`src/rtl/bcd_key_pkg.sv`:
```
// Shared types and helpers for the two-digit BCD key counter.
// BCD_KEY_REPEAT_EN (see bcd_key_counter.sv) enables held-key auto-repeat.
package bcd_key_pkg;

    localparam int BCD_W = 4;
    localparam logic [BCD_W-1:0] BCD_MAX_DIGIT = 4'd9;

    typedef logic [BCD_W-1:0] bcd_t;

    typedef struct packed {
        bcd_t tens;
        bcd_t ones;
    } bcd_count_t;

    typedef enum logic [1:0] {
        ACT_HOLD,
        ACT_UP,
        ACT_DN,
        ACT_LOAD
    } action_e;

    function automatic bcd_t bcd_clamp(input bcd_t nibble);
        return (nibble > BCD_MAX_DIGIT) ? BCD_MAX_DIGIT : nibble;
    endfunction

endpackage

```
`src/rtl/bcd_key_counter_if.sv`:
```
// Pushbutton/switch inputs and BCD digit outputs of the key counter.
interface bcd_key_counter_if;
    import bcd_key_pkg::*;

    logic       KEY_UP_N;
    logic       KEY_DN_N;
    logic       KEY_LD_N;
    logic [7:0] SW;
    bcd_t       DIGIT1;
    bcd_t       DIGIT0;
    logic       WRAP;

    modport master (
        output KEY_UP_N, KEY_DN_N, KEY_LD_N, SW,
        input  DIGIT1, DIGIT0, WRAP
    );

    modport slave (
        input  KEY_UP_N, KEY_DN_N, KEY_LD_N, SW,
        output DIGIT1, DIGIT0, WRAP
    );

endinterface

```
`src/rtl/key_debounce.sv`:
```
// Raw active-low pushbutton -> 2-flop synchronizer, stable-level debounce,
// debounced pressed level and a one-cycle registered press pulse.
module key_debounce #(
    parameter int DEBOUNCE_CYCLES = 500000
) (
    input  logic CLOCK_50,
    input  logic RESET,
    input  logic KEY_N,
    output logic PRESSED,
    output logic PRESS
);

    localparam int CNT_W = (DEBOUNCE_CYCLES > 1) ? $clog2(DEBOUNCE_CYCLES) : 1;
    localparam logic [CNT_W-1:0] CNT_LAST = CNT_W'(DEBOUNCE_CYCLES - 1);

    logic             sync1_q;
    logic             sync2_q;
    logic             level_q;
    logic             press_q;
    logic [CNT_W-1:0] cnt_q;

    // NOTE: non-blocking assignments so every flop samples pre-edge values.
    always_ff @(posedge CLOCK_50 or posedge RESET) begin
        if (RESET) begin
            sync1_q <= 1'b1;
            sync2_q <= 1'b1;
            level_q <= 1'b1;
            press_q <= 1'b0;
            cnt_q   <= '0;
        end else begin
            sync1_q <= KEY_N;
            sync2_q <= sync1_q;
            press_q <= 1'b0;
            if (sync2_q == level_q) begin
                cnt_q <= '0;
            end else if (cnt_q == CNT_LAST) begin
                // Level accepted; only the falling (press) direction pulses.
                cnt_q   <= '0;
                level_q <= sync2_q;
                press_q <= ~sync2_q;
            end else begin
                cnt_q <= cnt_q + 1'b1;
            end
        end
    end

    assign PRESSED = ~level_q;
    assign PRESS   = press_q;

endmodule

```
`src/rtl/bcd_key_counter.sv`:
```
// Two-digit BCD up/down/load counter driven by debounced pushbuttons.
// Define BCD_KEY_REPEAT_EN to add held-key auto-repeat (REPEAT_CYCLES).
module bcd_key_counter
    import bcd_key_pkg::*;
#(
    parameter int DEBOUNCE_CYCLES = 500000,
    parameter int MAX_COUNT       = 99
`ifdef BCD_KEY_REPEAT_EN
    , parameter int REPEAT_CYCLES = 25000000
`endif
) (
    input logic              CLOCK_50,
    input logic              RESET,
    bcd_key_counter_if.slave bus
);

    localparam bcd_count_t MAX_BCD = '{tens: bcd_t'(MAX_COUNT / 10),
                                       ones: bcd_t'(MAX_COUNT % 10)};
    localparam logic [6:0] MAX_BIN = 7'(MAX_COUNT);

    logic up_press, dn_press, ld_press;
    logic up_held, dn_held, ld_held;
    logic step_up, step_dn;

    key_debounce #(.DEBOUNCE_CYCLES(DEBOUNCE_CYCLES)) u_key_up (
        .CLOCK_50 (CLOCK_50),
        .RESET    (RESET),
        .KEY_N    (bus.KEY_UP_N),
        .PRESSED  (up_held),
        .PRESS    (up_press)
    );

    key_debounce #(.DEBOUNCE_CYCLES(DEBOUNCE_CYCLES)) u_key_dn (
        .CLOCK_50 (CLOCK_50),
        .RESET    (RESET),
        .KEY_N    (bus.KEY_DN_N),
        .PRESSED  (dn_held),
        .PRESS    (dn_press)
    );

    key_debounce #(.DEBOUNCE_CYCLES(DEBOUNCE_CYCLES)) u_key_ld (
        .CLOCK_50 (CLOCK_50),
        .RESET    (RESET),
        .KEY_N    (bus.KEY_LD_N),
        .PRESSED  (ld_held),
        .PRESS    (ld_press)
    );

    // Held levels only matter to the repeat timer.
    logic unused_held;

`ifdef BCD_KEY_REPEAT_EN
    localparam int RPT_W = (REPEAT_CYCLES > 1) ? $clog2(REPEAT_CYCLES) : 1;
    localparam logic [RPT_W-1:0] RPT_LAST = RPT_W'(REPEAT_CYCLES - 1);

    logic [RPT_W-1:0] rpt_cnt_q;
    logic             single_held;
    logic             rpt_tick;

    assign single_held = up_held ^ dn_held;
    assign rpt_tick    = single_held && (rpt_cnt_q == RPT_LAST);

    always_ff @(posedge CLOCK_50 or posedge RESET) begin
        if (RESET) begin
            rpt_cnt_q <= '0;
        end else if (!single_held || up_press || dn_press || ld_press || rpt_tick) begin
            rpt_cnt_q <= '0;
        end else begin
            rpt_cnt_q <= rpt_cnt_q + 1'b1;
        end
    end

    assign step_up     = up_press | (rpt_tick & up_held);
    assign step_dn     = dn_press | (rpt_tick & dn_held);
    assign unused_held = ld_held;
`else
    assign step_up     = up_press;
    assign step_dn     = dn_press;
    assign unused_held = ^{up_held, dn_held, ld_held};
`endif

    bcd_count_t load_raw;
    bcd_count_t load_val;
    logic [6:0] load_bin;

    assign load_raw.tens = bcd_clamp(bus.SW[7:4]);
    assign load_raw.ones = bcd_clamp(bus.SW[3:0]);
    assign load_bin      = 7'(load_raw.tens) * 7'd10 + 7'(load_raw.ones);
    assign load_val      = (load_bin > MAX_BIN) ? MAX_BCD : load_raw;

    action_e    act;
    bcd_count_t count_q, count_d;
    logic       wrap_q, wrap_d;

    always_comb begin
        act = ACT_HOLD;
        if (ld_press) begin
            act = ACT_LOAD;
        end else if (step_up && !step_dn) begin
            act = ACT_UP;
        end else if (step_dn && !step_up) begin
            act = ACT_DN;
        end
    end

    // NOTE: defaults first so every path assigns every output; no latch inferred.
    always_comb begin
        count_d = count_q;
        wrap_d  = 1'b0;
        case (act)
            ACT_UP: begin
                if (count_q == MAX_BCD) begin
                    count_d = '0;
                    wrap_d  = 1'b1;
                end else if (count_q.ones == BCD_MAX_DIGIT) begin
                    count_d.ones = '0;
                    count_d.tens = count_q.tens + 1'b1;
                end else begin
                    count_d.ones = count_q.ones + 1'b1;
                end
            end
            ACT_DN: begin
                if (count_q == '0) begin
                    count_d = MAX_BCD;
                    wrap_d  = 1'b1;
                end else if (count_q.ones == '0) begin
                    count_d.ones = BCD_MAX_DIGIT;
                    count_d.tens = count_q.tens - 1'b1;
                end else begin
                    count_d.ones = count_q.ones - 1'b1;
                end
            end
            ACT_LOAD: count_d = load_val;
            default:  ;
        endcase
    end

    always_ff @(posedge CLOCK_50 or posedge RESET) begin
        if (RESET) begin
            count_q <= '0;
            wrap_q  <= 1'b0;
        end else begin
            count_q <= count_d;
            wrap_q  <= wrap_d;
        end
    end

    assign bus.DIGIT1 = count_q.tens;
    assign bus.DIGIT0 = count_q.ones;
    assign bus.WRAP   = wrap_q;

endmodule
```
`src/flat_wrapper.sv`:
```
// flat-port wrapper written by rule: the top's interface ports become plain ports
module bcd_key_counter_flat import bcd_key_pkg::*;
#(
    parameter int DEBOUNCE_CYCLES = 500000,
    parameter int MAX_COUNT       = 99

)
  (CLOCK_50, RESET, bus_KEY_UP_N, bus_KEY_DN_N, bus_KEY_LD_N, bus_SW, bus_DIGIT1, bus_DIGIT0, bus_WRAP);
  bcd_key_counter_if bus_i ();
  input logic CLOCK_50;
  input logic RESET;
  input wire logic [$bits(bus_i.KEY_UP_N)-1:0] bus_KEY_UP_N;
  input wire logic [$bits(bus_i.KEY_DN_N)-1:0] bus_KEY_DN_N;
  input wire logic [$bits(bus_i.KEY_LD_N)-1:0] bus_KEY_LD_N;
  input wire logic [$bits(bus_i.SW)-1:0] bus_SW;
  output wire logic [$bits(bus_i.DIGIT1)-1:0] bus_DIGIT1;
  output wire logic [$bits(bus_i.DIGIT0)-1:0] bus_DIGIT0;
  output wire logic [$bits(bus_i.WRAP)-1:0] bus_WRAP;
  assign bus_i.KEY_UP_N = bus_KEY_UP_N;
  assign bus_i.KEY_DN_N = bus_KEY_DN_N;
  assign bus_i.KEY_LD_N = bus_KEY_LD_N;
  assign bus_i.SW = bus_SW;
  assign bus_DIGIT1 = bus_i.DIGIT1;
  assign bus_DIGIT0 = bus_i.DIGIT0;
  assign bus_WRAP = bus_i.WRAP;
  bcd_key_counter #(.DEBOUNCE_CYCLES(DEBOUNCE_CYCLES), .MAX_COUNT(MAX_COUNT)) u_core (.CLOCK_50(CLOCK_50), .RESET(RESET), .bus(bus_i));
endmodule
```
`config.mk`:
```
export PLATFORM = sky130hd
export DESIGN_NAME = bcd_key_counter_flat
export DESIGN_NICKNAME = d
export VERILOG_FILES = /design/src/rtl/bcd_key_pkg.sv /design/src/rtl/bcd_key_counter_if.sv /design/src/rtl/key_debounce.sv /design/src/rtl/bcd_key_counter.sv /design/src/flat_wrapper.sv
export SDC_FILE = /design/constraint.sdc
export NUM_CORES = 1
export LEC_CHECK = 0
export ABC_AREA = 1
export CORE_MARGIN = 2
export CORE_UTILIZATION = 35
export CTS_CLUSTER_SIZE = 20
export DETAILED_ROUTE_END_ITERATION = 8
export GPL_ROUTABILITY_DRIVEN = 1
export HOLD_SLACK_MARGIN = 0.15
export PLACE_DENSITY = 0.61
export SLEW_MARGIN = 20
export SYNTH_ARGS = -nofsm -noshare
export SYNTH_HDL_FRONTEND = slang
export SYNTH_SLANG_ARGS = --single-unit
```
`constraint.sdc`:
```
create_clock -name CLOCK_50 -period 3 [get_ports CLOCK_50]
set_clock_uncertainty 0.1 [all_clocks]
set_input_delay 0.9 -clock CLOCK_50 [delete_from_list [all_inputs] [get_ports CLOCK_50]]
set_output_delay 0.9 -clock CLOCK_50 [all_outputs]
set_load 0.05 [all_outputs]
```
### Signal wires on met3

The bar under the picture is 20 um long.
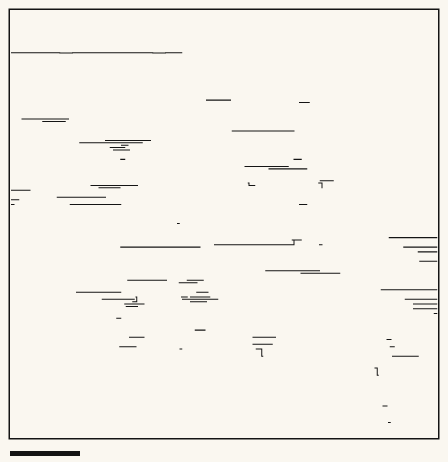
- nets with wire on the layer: 54
- longest straight run: 23.0 um
- wire length on this layer: 500 um
- main direction: horizontal
final wirelength: 11300 um
GR Util met3: 3.39%
vias: 4488

### Sizing map

The bar under the picture is 20 um long.
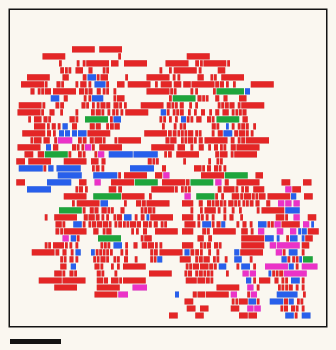
- x3 and x4: magenta (cells 33; share 4.6%; most used buf_4)
- x2: blue (cells 67; share 9.4%; most used nand2_2)
- x1 and smaller: red (cells 597; share 84%; most used nand2_1)
- x6 and larger: green (cells 13; share 1.8%; most used clkbuf_16)
Non-Clock Buffer Count: 46
P&R area growth vs syn: 21.1%
Final Cell Area: 5980 sq um
final setup margin: 0.0804 ns

### Metal layers overlaid

The bar under the picture is 20 um long.
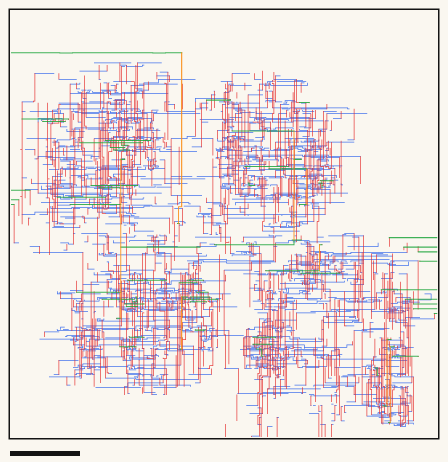
- M1: blue (wire length 5220 um)
- M4: orange (wire length 200 um)
- M3: green (wire length 500 um)
- M2: red (wire length 5390 um)
gr usage total: 16.3%
wire length per cell: 12.7 um

### The metal 4 layer

Supply wires on this layer in grey.
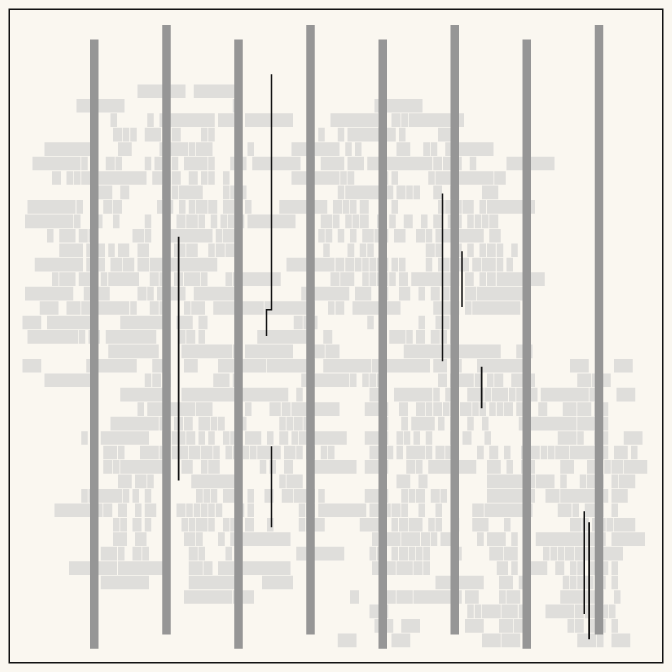
- longest straight run: 45.6 um
- share of all routed wire: 1.8%
- main direction: vertical
- nets with wire on the layer: 7
- wire length on this layer: 200 um

### Cell placement

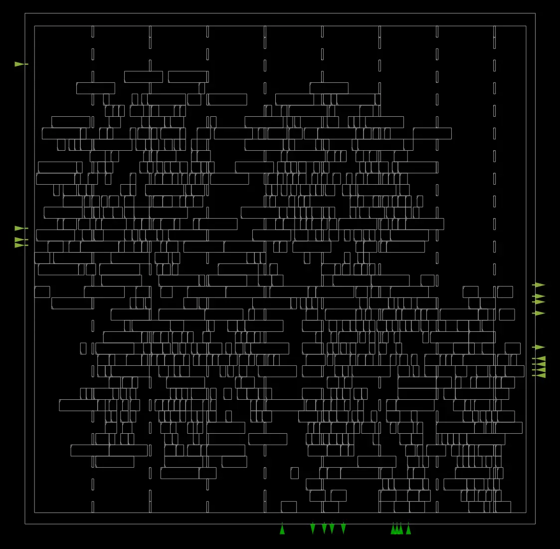
fillers: 1371
# rows: 43
Tap Count: 180
fraction of area in registers: 32.8%
non-filler cells, final: 890

==> results.sh <==
# yosys + openroad results
export IMPL_largest_class="combinational gates"
export IMPL_pg_clk_mw=1.17
export IMPL_highest_layer="met4"
export IMPL_p_comb_share_pct=8.8
export IMPL_clkPwrFrac_pct=47.3
export IMPL_gp_routability_congestion=0.943
export IMPL_synth_warnings=0
export IMPL_wl_met1_um=5220
export IMPL_pwr_share_seq_pct=43.9
export IMPL_cts_hold_buf=0
export IMPL_async_flop_share_pct=100
export IMPL_fin_crit_sh_pct=97.3
export IMPL_fp_utilization_pct=35.7
export IMPL_finalHoldViolations=0
export IMPL_clock_sinks=78
export IMPL_dpl_hpwl_um=8170
export IMPL_static_leakage_power_nw=2.64
export IMPL_top_regs="u_core.u_key_dn.cnt_q (19), u_core.u_key_ld.cnt_q (19), u_core.u_key_up.cnt_q (19)"
export IMPL_logic_gates=469
export IMPL_top_area_cell="dfrtp_1"
export IMPL_warning_count=34
export IMPL_holdPathStages=0
export IMPL_ir_drop_v=0.000391
export IMPL_r2r_start="u_core.u_key_up.PRESS$_DFF_PP0_"
export IMPL_relSlewSlack_pct=66.3
export IMPL_xor_area_share_pct=4.97
export IMPL_synth_main_ff_cell="dfrtp_1"
export IMPL_finalSetupViolations=0
export IMPL_cp_slowest_cell="fa_1"
export IMPL_synth_seq_cells=78
export IMPL_hp_start="u_core.u_key_up.sync1_q$_DFF_PP1_"
export IMPL_p_switching_mw=0.582
export IMPL_grt_max_degree=43
export IMPL_worst_endpoint_arrival_ns=3.09
export IMPL_clk_pin_slew_ns=0.06
export IMPL_synth_seq_share_pct=39.8
export IMPL_nets=738
export IMPL_synthCells=658
export IMPL_grt_pass1_vias=4426
export IMPL_status="finished, final reports clean"
export IMPL_timing_critical_path_required_ns=3.17
export IMPL_grt_overflow_total=0
export IMPL_seq_cells=78
export IMPL_synth_distinct_cells=40
export IMPL_top_area_share_pct=35.0
export IMPL_post_route_util_pct=43.2
export IMPL_dr_pass1_iters=5
export IMPL_drt_first_iter_violations=249
export IMPL_simple_gate_share_pct=34.8
export IMPL_wl_met3_um=500
export IMPL_placed_area_sq_um=5480
export IMPL_syn_area_sq_um=4930
export IMPL_postCtsSetupRepairBufs=4
export IMPL_p_int_mw=1.89
export IMPL_drcViolationCount=0
export IMPL_comb_area_sq_um=2680
export IMPL_use_met1_pct=21.2
export IMPL_num_io_pins=22
export IMPL_clk_root_buffer_cell="clkbuf_16"
export IMPL_cap_violations=0
export IMPL_ant_nets=0
export IMPL_adder_share_pct=5.38
export IMPL_mux_area_share_pct=0
export IMPL_top_cell="nand2_1"
export IMPL_fin_setup_tns_ns=0
export IMPL_lay_top_cells="nand2_1 (112), nor2_1 (98), inv_1 (91)"
export IMPL_ys_chip_area_sq_um=4930
export IMPL_comb_cell_power_mw=0.217
export IMPL_min_period_ns=2.92
export IMPL_crit_family="adder cells"
export IMPL_drive_gt1_share_pct=15.9
export IMPL_cts_path_max_buffers=2
export IMPL_startpoint="bus_SW[5]"
export IMPL_grt_busiest_layer="met2"
export IMPL_antenna_found_initial=0
export IMPL_fp_dieW_um=123
export IMPL_worst_hold_slack_ns=0.253
export IMPL_route_met2_wl_um=5390
export IMPL_cp_start_kind="primary input"
export IMPL_hp_class="reg -> reg"
export IMPL_n_clock_buffer=10
export IMPL_tightest_slew_ns=0.504
export IMPL_cp_buffers_inverters=4
export IMPL_cts_buffers=9
export IMPL_cp_depth=17
export IMPL_viasPerCell=5.04
export IMPL_coreArea_sq_um=13800
export IMPL_power_leader="the clock network"
export IMPL_inverters=101
export IMPL_worstPathCellList="dlygate4sd2_1 > inv_2 > a21oi_2 > nor2_2 > inv_2 > ha_4 > ha_4 > fa_1 > nand2_1 > inv_2 > nand3_2 > nand2_2 > nand2_2 > nand3_4 > nand2_1 > nand2_1 > a21oi_2"
export IMPL_topCellsByArea="dfrtp_1 (35%), nand2_1 (8.9%), nor2_1 (7.6%)"
export IMPL_floorplan_nets=691
export IMPL_seq_cell_power_mw=1.08
export IMPL_dp_cells=868
